**src/rtl/i2s_tdm_receiver_if.sv**
```systemverilog
// Output stream of the serial-audio receiver: channel-tagged words under valid/ready.
// The producer drives data/ch/valid and the consumer answers with ready.
interface i2s_tdm_receiver_if #(
    parameter int unsigned WORD_LEN = 24,
    parameter int unsigned NUM_CH   = 8
);
    localparam int unsigned CH_W = $clog2(NUM_CH);

    logic [WORD_LEN-1:0] data;
    logic [CH_W-1:0]     ch;
    logic                valid;
    logic                ready;

    modport master (
        output data,
        output ch,
        output valid,
        input  ready
    );

    modport slave (
        input  data,
        input  ch,
        input  valid,
        output ready
    );
endinterface

```
**src/rtl/i2s_tdm_receiver.sv**
```systemverilog
// I2S / left-justified / TDM (DSP mode A) receiver: synchronises the serial pins into clk_i,
// deserialises each channel word MSB first and queues {channel, word} in a fall-through FIFO.
module i2s_tdm_receiver #(
    parameter int unsigned WORD_LEN   = 24,
    parameter int unsigned SLOT_LEN   = 32,
    parameter int unsigned NUM_CH     = 8,
    parameter int unsigned FIFO_DEPTH = 8
) (
    input  logic                          clk_i,
    input  logic                          rst_i,
    input  logic                          enable_i,
    input  logic [1:0]                    mode_i,
    input  logic                          bclk_i,
    input  logic                          ws_i,
    input  logic                          sd_i,
    i2s_tdm_receiver_if.master            out_if,
    output logic [$clog2(FIFO_DEPTH):0]   level_o,
    output logic                          overflow_o,
    output logic                          sync_err_o
);
    localparam int unsigned CH_W    = $clog2(NUM_CH);
    localparam int unsigned CNT_W   = $clog2(SLOT_LEN + 1);
    localparam int unsigned PTR_W   = $clog2(FIFO_DEPTH);
    localparam int unsigned LVL_W   = PTR_W + 1;
    localparam int unsigned ENTRY_W = CH_W + WORD_LEN;

    localparam logic [1:0] StSearch  = 2'd0;
    localparam logic [1:0] StArm     = 2'd1;
    localparam logic [1:0] StReceive = 2'd2;

    localparam logic [CNT_W-1:0] WordLen  = CNT_W'(WORD_LEN);
    localparam logic [CNT_W-1:0] WordLast = CNT_W'(WORD_LEN - 1);
    localparam logic [CNT_W-1:0] SlotLen  = CNT_W'(SLOT_LEN);
    localparam logic [CNT_W-1:0] SlotLast = CNT_W'(SLOT_LEN - 1);
    localparam logic [CH_W-1:0]  ChLast   = CH_W'(NUM_CH - 1);
    localparam logic [LVL_W-1:0] Depth    = LVL_W'(FIFO_DEPTH);

    if (WORD_LEN < 2 || WORD_LEN > SLOT_LEN) begin : g_bad_word_len
        $error("WORD_LEN must lie in 2..SLOT_LEN");
    end
    if (NUM_CH < 2) begin : g_bad_num_ch
        $error("NUM_CH must be at least 2");
    end
    if (FIFO_DEPTH < 2 || (FIFO_DEPTH & (FIFO_DEPTH - 1)) != 0) begin : g_bad_depth
        $error("FIFO_DEPTH must be a power of two and at least 2");
    end

    // ------------------------------------------------------------------
    // Input conditioning
    // ------------------------------------------------------------------
    logic [1:0] bclk_sync_q;
    logic [1:0] ws_sync_q;
    logic [1:0] sd_sync_q;
    logic       bclk_prev_q;
    logic       ws_prev_q;

    logic bclk_rise;
    logic ws_s;
    logic sd_s;

    assign bclk_rise = bclk_sync_q[1] & ~bclk_prev_q;
    assign ws_s      = ws_sync_q[1];
    assign sd_s      = sd_sync_q[1];

    always_ff @(posedge clk_i) begin
        if (rst_i) begin
            bclk_sync_q <= '0;
            ws_sync_q   <= '0;
            sd_sync_q   <= '0;
            bclk_prev_q <= 1'b0;
            ws_prev_q   <= 1'b0;
        end else begin
            bclk_sync_q <= {bclk_sync_q[0], bclk_i};
            ws_sync_q   <= {ws_sync_q[0], ws_i};
            sd_sync_q   <= {sd_sync_q[0], sd_i};
            bclk_prev_q <= bclk_sync_q[1];
            if (bclk_rise) begin
                ws_prev_q <= ws_s;
            end
        end
    end

    // ------------------------------------------------------------------
    // Framing state machine
    // ------------------------------------------------------------------
    logic                is_tdm;
    logic                is_lj;
    logic                frame_evt;

    assign is_tdm    = mode_i[1];
    assign is_lj     = (mode_i == 2'd1);
    assign frame_evt = is_tdm ? (ws_s & ~ws_prev_q) : (ws_s ^ ws_prev_q);

    logic [1:0]          state_q, state_d;
    logic [CNT_W-1:0]    cnt_q, cnt_d;
    logic [CH_W-1:0]     ch_q, ch_d;
    logic [WORD_LEN-1:0] shift_q, shift_d;
    logic                sync_err_q, sync_err_d;
    logic                push;
    logic                do_start;
    logic                last_slot_end;

    always_comb begin
        state_d    = state_q;
        cnt_d      = cnt_q;
        ch_d       = ch_q;
        shift_d    = shift_q;
        push       = 1'b0;
        sync_err_d = 1'b0;
        do_start   = 1'b0;
        // A TDM frame sync coinciding with the final bit of the last slot is a legal
        // back-to-back frame start, not a mid-frame resync.
        last_slot_end = is_tdm && (ch_q == ChLast) && (cnt_q == SlotLast);

        if (!enable_i) begin
            state_d = StSearch;
            cnt_d   = '0;
            shift_d = '0;
        end else if (bclk_rise) begin
            case (state_q)
                StSearch: begin
                    do_start = frame_evt;
                end
                StArm: begin
                    state_d = StReceive;
                    cnt_d   = CNT_W'(1);
                    shift_d = {{(WORD_LEN - 1){1'b0}}, sd_s};
                end
                StReceive: begin
                    if (frame_evt && !last_slot_end) begin
                        do_start   = 1'b1;
                        sync_err_d = is_tdm || (cnt_q < WordLen);
                    end else begin
                        if (cnt_q < WordLen) begin
                            shift_d = {shift_q[WORD_LEN-2:0], sd_s};
                            push    = (cnt_q == WordLast);
                        end
                        if (cnt_q < SlotLen) begin
                            cnt_d = cnt_q + CNT_W'(1);
                        end
                        if (is_tdm && (cnt_q == SlotLast)) begin
                            cnt_d = '0;
                            if (ch_q == ChLast) begin
                                ch_d    = '0;
                                state_d = frame_evt ? StArm : StSearch;
                            end else begin
                                ch_d = ch_q + CH_W'(1);
                            end
                        end
                    end
                end
                default: begin
                    state_d = StSearch;
                end
            endcase

            // Slot (re)start shared by SEARCH and in-RECEIVE frame events
            if (do_start) begin
                ch_d = is_tdm ? '0 : CH_W'(ws_s);
                if (is_lj) begin
                    state_d = StReceive;
                    cnt_d   = CNT_W'(1);
                    shift_d = {{(WORD_LEN - 1){1'b0}}, sd_s};
                end else begin
                    state_d = StArm;
                    cnt_d   = '0;
                    shift_d = '0;
                end
            end
        end
    end

    always_ff @(posedge clk_i) begin
        if (rst_i) begin
            state_q    <= StSearch;
            cnt_q      <= '0;
            ch_q       <= '0;
            shift_q    <= '0;
            sync_err_q <= 1'b0;
        end else begin
            state_q    <= state_d;
            cnt_q      <= cnt_d;
            ch_q       <= ch_d;
            shift_q    <= shift_d;
            sync_err_q <= sync_err_d;
        end
    end

    assign sync_err_o = sync_err_q;

    // ------------------------------------------------------------------
    // Output FIFO (first-word fall-through)
    // ------------------------------------------------------------------
    logic [ENTRY_W-1:0] mem_q [FIFO_DEPTH];
    logic [PTR_W-1:0]   wr_ptr_q;
    logic [PTR_W-1:0]   rd_ptr_q;
    logic [LVL_W-1:0]   count_q;
    logic               overflow_q;

    logic full;
    logic empty;
    logic pop;
    logic do_write;

    assign full     = (count_q == Depth);
    assign empty    = (count_q == '0);
    assign pop      = ~empty & out_if.ready;
    assign do_write = push & (~full | pop);

    always_ff @(posedge clk_i) begin
        if (do_write) begin
            mem_q[wr_ptr_q] <= {ch_q, shift_d};
        end
    end

    always_ff @(posedge clk_i) begin
        if (rst_i) begin
            wr_ptr_q   <= '0;
            rd_ptr_q   <= '0;
            count_q    <= '0;
            overflow_q <= 1'b0;
        end else begin
            if (do_write) begin
                wr_ptr_q <= wr_ptr_q + PTR_W'(1);
            end
            if (pop) begin
                rd_ptr_q <= rd_ptr_q + PTR_W'(1);
            end
            if (do_write && !pop) begin
                count_q <= count_q + LVL_W'(1);
            end else if (pop && !do_write) begin
                count_q <= count_q - LVL_W'(1);
            end
            if (push && full && !pop) begin
                overflow_q <= 1'b1;
            end
        end
    end

    // Head entry is masked while empty so the outputs read zero after reset
    assign out_if.valid = ~empty;
    assign out_if.data  = empty ? '0 : mem_q[rd_ptr_q][WORD_LEN-1:0];
    assign out_if.ch    = empty ? '0 : mem_q[rd_ptr_q][ENTRY_W-1 -: CH_W];
    assign level_o      = count_q;
    assign overflow_o   = overflow_q;
endmodule

```
**src/flat_wrapper.sv**
```systemverilog
// flat-port wrapper written by rule: the top's interface ports become plain ports
module i2s_tdm_receiver_flat 
#(
    parameter int unsigned WORD_LEN   = 24,
    parameter int unsigned SLOT_LEN   = 32,
    parameter int unsigned NUM_CH     = 8,
    parameter int unsigned FIFO_DEPTH = 8
)
  (clk_i, rst_i, enable_i, mode_i, bclk_i, ws_i, sd_i, level_o, overflow_o, sync_err_o, out_if_data, out_if_ch, out_if_valid, out_if_ready);
  i2s_tdm_receiver_if #(.WORD_LEN(WORD_LEN), .NUM_CH(NUM_CH)) out_if_i ();
  input  logic clk_i;
  input  logic rst_i;
  input  logic enable_i;
  input  logic [1:0] mode_i;
  input  logic bclk_i;
  input  logic ws_i;
  input  logic sd_i;
  output logic [$clog2(FIFO_DEPTH):0] level_o;
  output logic overflow_o;
  output logic sync_err_o;
  output wire logic [$bits(out_if_i.data)-1:0] out_if_data;
  output wire logic [$bits(out_if_i.ch)-1:0] out_if_ch;
  output wire logic [$bits(out_if_i.valid)-1:0] out_if_valid;
  input wire logic [$bits(out_if_i.ready)-1:0] out_if_ready;
  assign out_if_data = out_if_i.data;
  assign out_if_ch = out_if_i.ch;
  assign out_if_valid = out_if_i.valid;
  assign out_if_i.ready = out_if_ready;
  i2s_tdm_receiver #(.WORD_LEN(WORD_LEN), .SLOT_LEN(SLOT_LEN), .NUM_CH(NUM_CH), .FIFO_DEPTH(FIFO_DEPTH)) u_core (.clk_i(clk_i), .rst_i(rst_i), .enable_i(enable_i), .mode_i(mode_i), .bclk_i(bclk_i), .ws_i(ws_i), .sd_i(sd_i), .out_if(out_if_i), .level_o(level_o), .overflow_o(overflow_o), .sync_err_o(sync_err_o));
endmodule
```
**config.mk**
```make
export PLATFORM = sky130hd
export DESIGN_NAME = i2s_tdm_receiver_flat
export DESIGN_NICKNAME = d
export VERILOG_FILES = /design/src/rtl/i2s_tdm_receiver_if.sv /design/src/rtl/i2s_tdm_receiver.sv /design/src/flat_wrapper.sv
export SDC_FILE = /design/constraint.sdc
export NUM_CORES = 1
export LEC_CHECK = 0
export CAP_MARGIN = 5
export CORE_UTILIZATION = 47
export CTS_CLUSTER_DIAMETER = 50
export DETAILED_ROUTE_END_ITERATION = 10
export HOLD_SLACK_MARGIN = 0.03
export PLACE_DENSITY = 0.64
export SYNTH_ARGS = -nofsm -noshare
export SYNTH_HDL_FRONTEND = slang
export SYNTH_SLANG_ARGS = --single-unit
```
**constraint.sdc**
```tcl
create_clock -name clk_i -period 3.9 [get_ports clk_i]
set_clock_uncertainty 0.05 [all_clocks]
set_input_delay 0.78 -clock clk_i [delete_from_list [all_inputs] [get_ports clk_i]]
set_output_delay 0.78 -clock clk_i [all_outputs]
set_load 0.02 [all_outputs]
```
==> CHANGELOG.md <==
## Implementation

* Violated checks: design-rule violations
* Residual overflow from global routing at 0
* Tool Warnings at 28
* Top pwr grp: sequential cells
* Residual DRC at 1
* Worst slew margin at 45.7%
* Outcome: finished with violations
* Non-Clock Buffer Count at 73
* Leakage at 3.82 nW
* Largest class: flip-flops and latches
* Finished Cell Area at 13100 µm²
* Cell Rows at 56
* Final HPWL DP at 13700 µm
* Flop count at 274
* #MultiIn Comb at 330
* # Taps at 319
* Min Tclk post-route at 3.61 ns
* Sw Ratio at 19.2%
* Critical-path cell list: buf_12, mux4_2, mux2i_1, nor2_1, clkdlybuf4s50_1
* CP Max Fanout at 22
* Clock Sinks at 274
* Post-Layout Cell Count at 1065
* Met2 wire length at 11600 µm
* Reg-to-Reg Start: u_core.ch_q[0]
* Syn Nets at 680
* Clock H-tree levels at 1
* Cell Area, Synth at 11200 µm²
* Syn Inst Count at 658
* Maximum VDD drop at 0.339 mV
* Final setup vio count at 0
* Internal power at 0.00483 W
* Post-Place Cell Area at 12100 µm²
* Post-synth EDFFs at 216
* Power Density at 455 nW/µm²
* Period Utilization, post-route at 92.6%
* CP max stage cell: dfxtp_4
* Layout cells sized above 1 at 21.7%
* Die Height at 156 µm
* Reg power frac at 52.1%
* Power in the clock group at 0.00280 W
* Root buf cell: clkbuf_16
* Most numerous logic cell after layout: edfxtp_1
* Minimum hold slack at 0.388 ns
* Min-Delay Endpoint: u_core.ws_sync_q[1]
* R2R Setup Slk at 0.64 ns
* Highest clock rate at 277 MHz
* Most used routing layer: met2
* Vias in the first global route at 6534
* Largest stage delay, worst path at 0.67 ns
* Number of port buffers at 42
* Chip width at 156 µm
* Setup CP Type: flip-flop to output pin
* Final hold violations at 0
* TNS Setup at 0 ns
* Clock power frac at 46.8%
* Post-synth top cells: edfxtp_1, dfxtp_1, mux4_2, nor2_1, a32o_1
* WP depth at 5
-- cells by family (layout without fill, tap and decap cells) --
family	count (synthesis)	in the layout	synth area share [%]
compound gates	97	97	7.46
xor+xnor	5	5	0.392
fa+ha+maj	13	13	1.52
buf+inv	54	142	2.36
flops	274	274	68.5
mux	84	84	13.6
simple gates	131	131	6.18
-- flip-flops by register name, summed over array words and instances (netlist names), named ones only --
signal              flops
u_core.shift_q         24
u_core.overflow_o       1
u_core.sync_err_o       1
u_core.state_q          2
u_core.ch_q             3
u_core.cnt_q            6
u_core.sd_sync_q        2
u_core.level_o          4
u_core.wr_ptr_q         3
u_core.ws_sync_q        2
u_core.bclk_prev_q      1
u_core.rd_ptr_q         3
u_core.ws_prev_q        1
u_core.mem_q          216
u_core.bclk_sync_q      2
Cells by drive strength:
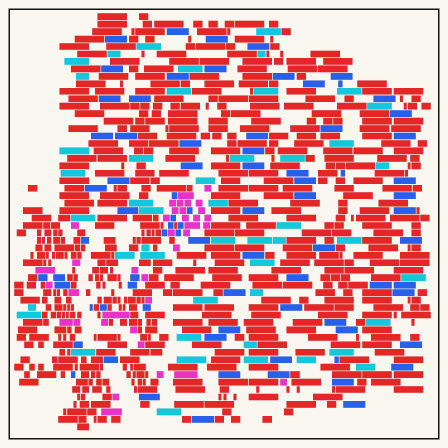
| color | size | cells | share | most used |
|---|---|---|---|---|
| cyan | x6 and larger | 47 | 6.3% | clkbuf_16 |
| magenta | x3 and x4 | 37 | 5.0% | buf_4 |
| red | x1 and smaller | 584 | 78% | edfxtp_1 |
| blue | x2 | 78 | 10% | mux4_2 |

Wiring heat map:
Scale bar: 50 µm. 31 x 31 tiles, from dark purple (low) to yellow (high), scaled to the fullest tile. Values are wire area over tile area, all layers added.
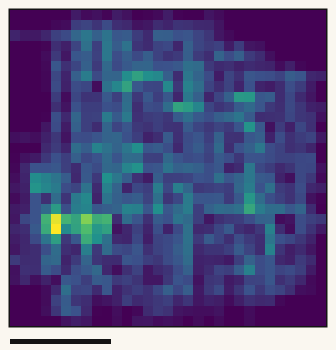
nearly empty tiles: 16%
emptiest ninth of the die: north-east
densest ninth of the die: center
tiles over half the peak: 2.9%
mean over tiles: 0.15

Track usage over the die:
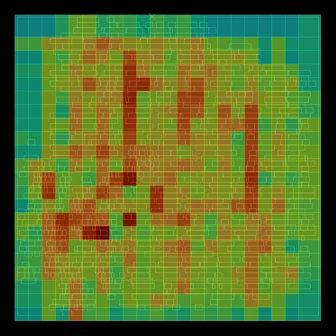
GR met3 Demand/Resource: 2.67%
met2 usage: 33.8%
Overall Global Routing Usage: 19.7%
M1 GR Usage: 25.9%
WL/cell: 21.5 µm

I/O nets highlighted:
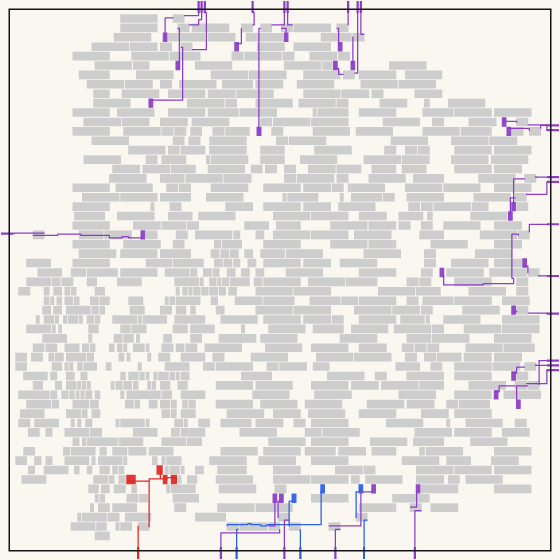
| color | port | direction | edge | end cells | buffers | wire |
|---|---|---|---|---|---|---|
| red | `out_if_ready` | input | south | 4 | 1 | 38.8 µm |
| purple | `out_if_data` | output | 10 east, 9 north, 4 south, 1 west | 24 | 24 | 479 µm |
| blue | `out_if_ch` | output | south | 3 | 3 | 76.2 µm |

Placed cells, one color a class:
Scale bar: 50 µm.
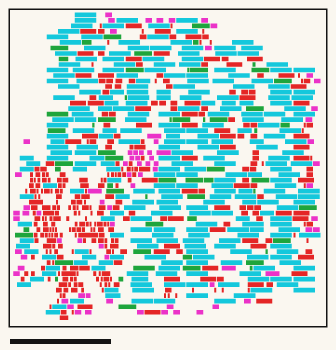
| color | class | cells | share of their area |
|---|---|---|---|
| cyan | registers | 274 | 60% |
| magenta | remaining buffers and delay cells | 73 | 5.6% |
| green | clock drivers and dummy loads | 56 | 7.9% |
| red | remaining logic cells | 343 | 26% |

Power is estimated from default activity; no workload was simulated.
